File: src/rtl/icache_dm_pkg.sv
// icache_dm_pkg: shared widths, cache geometry defaults, NOP encoding and refill FSM states.
package icache_dm_pkg;
  localparam int DATA_W = 64;
  localparam int INSTR_W = 32;
  localparam int ICACHE_LINES = 16;
  localparam int ICACHE_WORDS = 4;
  localparam logic [INSTR_W-1:0] INSTR_NOP = 32'h00000013;
  typedef enum logic [1:0] {
    IC_IDLE   = 2'd0,
    IC_REFILL = 2'd1,
    IC_FILLED = 2'd2
  } ic_state_e;
endpackage

File: src/rtl/icache_dm_if.sv
// icache_dm_if: fetch-side and backing-memory signals of the instruction cache.
interface icache_dm_if;
  import icache_dm_pkg::*;
  logic [DATA_W-1:0]  PCF;
  logic [INSTR_W-1:0] instrF;
  logic               stallICache;
  logic               invalidate;
  logic               memReq;
  logic [DATA_W-1:0]  memAddr;
  logic               memReady;
  logic [INSTR_W-1:0] memRData;
  modport master (
    output PCF, invalidate, memReady, memRData,
    input  instrF, stallICache, memReq, memAddr
  );
  modport slave (
    input  PCF, invalidate, memReady, memRData,
    output instrF, stallICache, memReq, memAddr
  );
endinterface

File: src/rtl/icache_refill_fsm.sv
// icache_refill_fsm: sequences line refills, word 0 upward, with registered request/address.
module icache_refill_fsm import icache_dm_pkg::*; #(
  parameter int WORDS_PER_LINE = ICACHE_WORDS,
  parameter int OFFB = $clog2(WORDS_PER_LINE) + 2
) (
  input  logic                     clk,
  input  logic                     reset,
  input  logic                     miss_i,
  input  logic [DATA_W-OFFB-1:0]   line_i,
  input  logic                     invalidate_i,
  input  logic                     mem_ready_i,
  output ic_state_e                state_o,
  output logic [$clog2(WORDS_PER_LINE)-1:0] beat_o,
  output logic [DATA_W-OFFB-1:0]   line_o,
  output logic                     discard_o,
  output logic                     accept_o,
  output logic                     last_o,
  output logic                     mem_req_o,
  output logic [DATA_W-1:0]        mem_addr_o
);
  localparam int WB = $clog2(WORDS_PER_LINE);
  ic_state_e              state_q, state_d;
  logic [WB-1:0]          beat_q, beat_d;
  logic [DATA_W-OFFB-1:0] line_q, line_d;
  logic                   discard_q, discard_d;
  logic                   mem_req_q, mem_req_d;
  logic [DATA_W-1:0]      mem_addr_q, mem_addr_d;

  assign accept_o = state_q == IC_REFILL && mem_req_q && mem_ready_i;
  assign last_o = beat_q == WB'(WORDS_PER_LINE - 1);
  assign state_o = state_q;
  assign beat_o = beat_q;
  assign line_o = line_q;
  assign discard_o = discard_q;
  assign mem_req_o = mem_req_q;
  assign mem_addr_o = mem_addr_q;

  always_comb begin
    state_d = state_q;
    beat_d = beat_q;
    line_d = line_q;
    discard_d = discard_q;
    mem_req_d = mem_req_q;
    mem_addr_d = mem_addr_q;
    case (state_q)
      IC_IDLE: if (miss_i) begin
        state_d = IC_REFILL;
        line_d = line_i;
        beat_d = '0;
        mem_req_d = 1'b1;
        mem_addr_d = {line_i, {OFFB{1'b0}}};
      end
      IC_REFILL: begin
        discard_d = discard_q | invalidate_i;
        if (accept_o && last_o) begin
          state_d = IC_FILLED;
          mem_req_d = 1'b0;
          discard_d = 1'b0;
        end else if (accept_o) begin
          beat_d = beat_q + 1'b1;
          mem_addr_d = {line_q, {OFFB{1'b0}}} + DATA_W'({beat_d, 2'b00});
        end
      end
      IC_FILLED: state_d = IC_IDLE;
      default: state_d = IC_IDLE;
    endcase
  end

  always_ff @(posedge clk or posedge reset) begin
    if (reset) begin
      state_q <= IC_IDLE;
      beat_q <= '0;
      line_q <= '0;
      discard_q <= 1'b0;
      mem_req_q <= 1'b0;
      mem_addr_q <= '0;
    end else begin
      state_q <= state_d;
      beat_q <= beat_d;
      line_q <= line_d;
      discard_q <= discard_d;
      mem_req_q <= mem_req_d;
      mem_addr_q <= mem_addr_d;
    end
  end
endmodule

File: src/rtl/icache_dm.sv
// icache_dm: direct-mapped instruction cache with same-cycle hits and stalling line refills.
module icache_dm import icache_dm_pkg::*; #(
  parameter int LINES = ICACHE_LINES,
  parameter int WORDS_PER_LINE = ICACHE_WORDS
) (
  input  logic        clk,
  input  logic        reset,
  icache_dm_if.slave  bus
);
  localparam int IDXB = $clog2(LINES);
  localparam int WB = $clog2(WORDS_PER_LINE);
  localparam int OFFB = WB + 2;
  localparam int TAGB = DATA_W - OFFB - IDXB;

  logic [LINES-1:0]   valid_q;
  logic [TAGB-1:0]    tag_q [LINES];
  logic [INSTR_W-1:0] data_q [LINES][WORDS_PER_LINE];

  ic_state_e              state;
  logic [WB-1:0]          beat;
  logic [DATA_W-OFFB-1:0] line;
  logic                   discard, accept, last;
  logic [IDXB-1:0]        idx, line_idx;
  logic [WB-1:0]          off;
  logic [TAGB-1:0]        tag;
  logic                   match, hit;
  logic                   unused_ok;

  assign idx = bus.PCF[OFFB+IDXB-1:OFFB];
  assign off = bus.PCF[OFFB-1:2];
  assign tag = bus.PCF[DATA_W-1:OFFB+IDXB];
  assign line_idx = line[IDXB-1:0];
  assign unused_ok = ^bus.PCF[1:0];

  assign match = valid_q[idx] && tag_q[idx] == tag;
  assign hit = match && state == IC_IDLE;
  assign bus.instrF = hit ? data_q[idx][off] : INSTR_NOP;
  assign bus.stallICache = !reset && !hit;

  icache_refill_fsm #(.WORDS_PER_LINE(WORDS_PER_LINE), .OFFB(OFFB)) u_fsm (
    .clk          (clk),
    .reset        (reset),
    .miss_i       (!match),
    .line_i       (bus.PCF[DATA_W-1:OFFB]),
    .invalidate_i (bus.invalidate),
    .mem_ready_i  (bus.memReady),
    .state_o      (state),
    .beat_o       (beat),
    .line_o       (line),
    .discard_o    (discard),
    .accept_o     (accept),
    .last_o       (last),
    .mem_req_o    (bus.memReq),
    .mem_addr_o   (bus.memAddr)
  );

  // An invalidate coinciding with the final beat must still leave the line invalid.
  always_ff @(posedge clk or posedge reset) begin
    if (reset) valid_q <= '0;
    else begin
      if (bus.invalidate) valid_q <= '0;
      if (accept && last) valid_q[line_idx] <= !discard && !bus.invalidate;
    end
  end

  always_ff @(posedge clk) begin
    if (accept) data_q[line_idx][beat] <= bus.memRData;
    if (accept && last) tag_q[line_idx] <= line[DATA_W-OFFB-1:IDXB];
  end
endmodule

File: src/flat_wrapper.sv
// flat-port wrapper written by rule: the top's interface ports become plain ports
module icache_dm_flat import icache_dm_pkg::*;
#(
  parameter int LINES = ICACHE_LINES,
  parameter int WORDS_PER_LINE = ICACHE_WORDS
)
  (clk, reset, bus_PCF, bus_invalidate, bus_memReady, bus_memRData, bus_instrF, bus_stallICache, bus_memReq, bus_memAddr);
  icache_dm_if bus_i ();
  input  logic clk;
  input  logic reset;
  input wire logic [$bits(bus_i.PCF)-1:0] bus_PCF;
  input wire logic [$bits(bus_i.invalidate)-1:0] bus_invalidate;
  input wire logic [$bits(bus_i.memReady)-1:0] bus_memReady;
  input wire logic [$bits(bus_i.memRData)-1:0] bus_memRData;
  output wire logic [$bits(bus_i.instrF)-1:0] bus_instrF;
  output wire logic [$bits(bus_i.stallICache)-1:0] bus_stallICache;
  output wire logic [$bits(bus_i.memReq)-1:0] bus_memReq;
  output wire logic [$bits(bus_i.memAddr)-1:0] bus_memAddr;
  assign bus_i.PCF = bus_PCF;
  assign bus_i.invalidate = bus_invalidate;
  assign bus_i.memReady = bus_memReady;
  assign bus_i.memRData = bus_memRData;
  assign bus_instrF = bus_i.instrF;
  assign bus_stallICache = bus_i.stallICache;
  assign bus_memReq = bus_i.memReq;
  assign bus_memAddr = bus_i.memAddr;
  icache_dm #(.LINES(LINES), .WORDS_PER_LINE(WORDS_PER_LINE)) u_core (.clk(clk), .reset(reset), .bus(bus_i));
endmodule
File: config.mk
export PLATFORM = sky130hd
export DESIGN_NAME = icache_dm_flat
export DESIGN_NICKNAME = d
export VERILOG_FILES = /design/src/rtl/icache_dm_pkg.sv /design/src/rtl/icache_dm_if.sv /design/src/rtl/icache_refill_fsm.sv /design/src/rtl/icache_dm.sv /design/src/flat_wrapper.sv
export SDC_FILE = /design/constraint.sdc
export NUM_CORES = 2
export LEC_CHECK = 0
export CAP_MARGIN = 25
export CORE_ASPECT_RATIO = 0.75
export CORE_UTILIZATION = 50
export CTS_CLUSTER_DIAMETER = 150
export CTS_CLUSTER_SIZE = 20
export DETAILED_ROUTE_END_ITERATION = 6
export HOLD_SLACK_MARGIN = 0.02
export PLACE_DENSITY = 0.63
export SYNTH_ARGS = -nofsm -noshare
export SYNTH_HDL_FRONTEND = slang
export SYNTH_SLANG_ARGS = --single-unit
File: constraint.sdc
create_clock -name clk -period 28.6 [get_ports clk]
set_clock_uncertainty 0.15 [all_clocks]
set_input_delay 8.58 -clock clk [delete_from_list [all_inputs] [get_ports clk]]
set_output_delay 8.58 -clock clk [all_outputs]
set_load 0.02 [all_outputs]
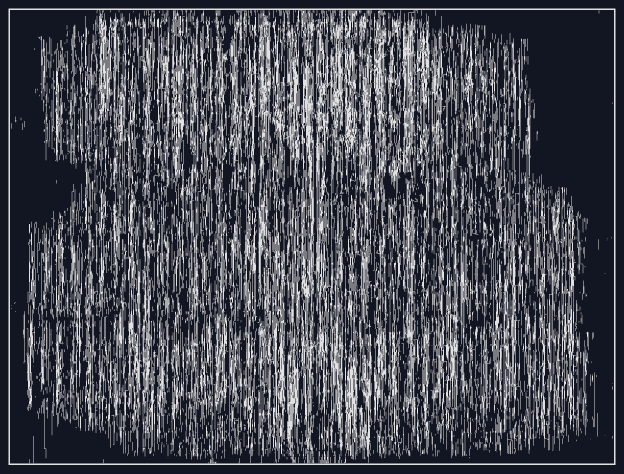
(images/m2.png)
longest straight run = 143 um
wire length on this layer = 141 mm
nets with wire on the layer = 5088
share of all routed wire = 46%
main direction = vertical

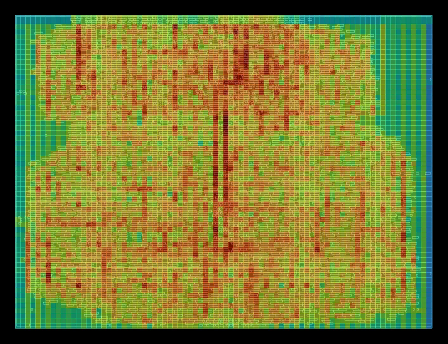
(images/congestion_map.png)
post-layout util: 55.19%
Routed WL per cell: 34.59 um

==> flow_summary_export.csv <==
group,metric,value,unit
outcome,status,"completed",
synth,syn-cell-area,119800,um^2
worst_setup_path,critPathKind,"input pin to output pin",
timing,fin_tns_setup,0,ns
timing,report.final.setup_viol,0,
detailed_routing,drcViolationCount,0,
timing,grt_setup_unrepaired,"no",
clock_network,cts_made_buffers,180,
synth,async_flop_share,4.601,%
hold_path,worstHoldPathCells,1,
synth,syn_avg_cell_area,22.55,um^2
synth,yosys.cell_types.count,74,
finish,final-clk-cell-share,3.707,%
finish,drive_above_1_share,24.64,%
worst_setup_path,worstSetupStartpointType,"input pin",
worst_setup_path,startpoint,"bus_PCF[5]",
hold_path,worstHoldPathType,"register to register",
pwr,swShare,20.46,%
job,log.warning_count,38,
finish,nClkBuffers,242,
detailed_routing,final_antenna_net_count,0,
pwr,seqPwrFrac,62.6,%
timing,tightest_slew,1.123,ns
finish,logic_gate_count,1904,
timing,finalHoldViolations,0,
pwr,top_power_group,"sequential cells",
worst_setup_path,cp_max_fo,75,
synth,numSynthFlops,3086,
pwr,leakage,38.65,nW
synth,common_cells,"edfxtp_1, mux4_2, nor2_1",
timing,whs,0.3631,ns
finish,finalNonFillerCells,8766,
detailed_routing,dr.pass1.iters,5,
worst_setup_path,reg2reg_from,"u_core.tag_q[11][31]",
pwr,p_comb,367,uW
detailed_routing,wl,303.3,mm
pwr,p_int,6.247,mW
hold_path,hold_end,"u_core.u_fsm.state_o[0]",
worst_setup_path,timing.rr.end,"u_core.u_fsm.line_o[41]",
die,fp-row-count,155,
timing,drv_slew,0,
synth,yosysWarnings,0,
finish,regArea,91960,um^2
worst_setup_path,crit_required,19.87,ns
global_route,grt_pass1_vias,56390,
pwr,peakVddDrop,47.46,uV
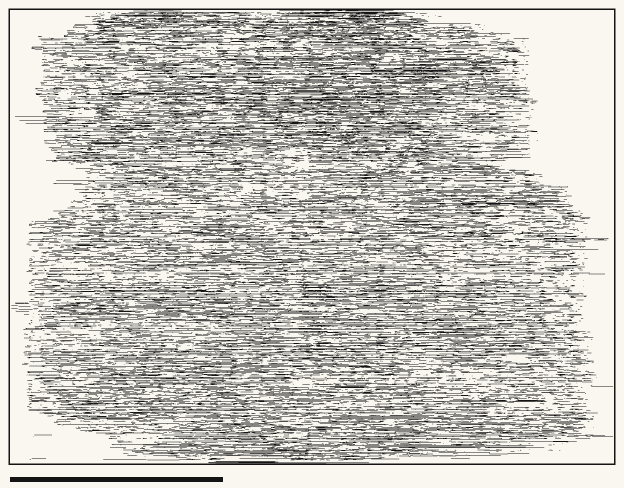
(images/m1.png)
The bar under the picture is 200 um long.
nets with wire on the layer = 5494
longest straight run = 133 um
share of all routed wire = 43%
wire length on this layer = 130 mm

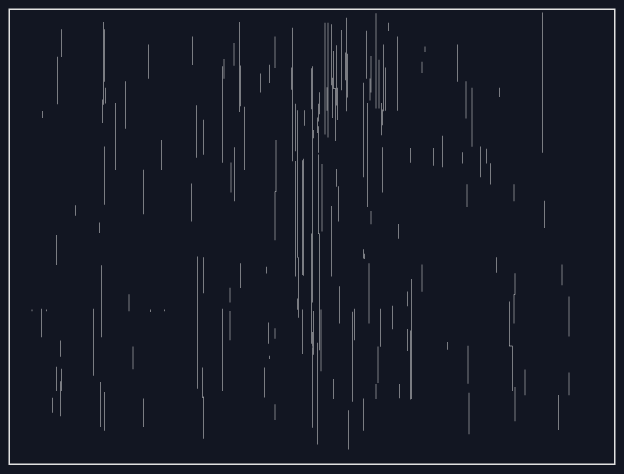
(images/m4.png)
nets with wire on the layer = 97
longest straight run = 222 um
share of all routed wire = 2.3%
wire length on this layer = 6910 um
main direction = vertical

## cells by family after synthesis
group | count (synthesis) | share of synthesized area, %
flops | 3086 | 76.78
mux | 1063 | 17.78
simple gates | 478 | 1.852
compound gates | 327 | 2.058
buf+inv | 322 | 1.259
xor+xnor | 30 | 0.2194
fa+ha+maj | 4 | 0.04179
other cells | 1 | 0.003131
## metal layers
layer,wire [um],share of wire (%)
met2,141000,46
met3,25590,8.4
met5,54,0.018
met4,6907,2.3
met1,129700,43
## worst register-to-register path, delay by kind of cell (launching register included)
kind | cells | cell delay [ns]
AND-OR/OR-AND | 3 | 0.93
AND/OR/NAND/NOR | 3 | 1.66
flip-flops | 1 | 0.36
buffers and inverters | 2 | 1.55
XOR/XNOR | 1 | 0.21
multiplexers | 2 | 0.90
Power and IR drop assume default switching activity.
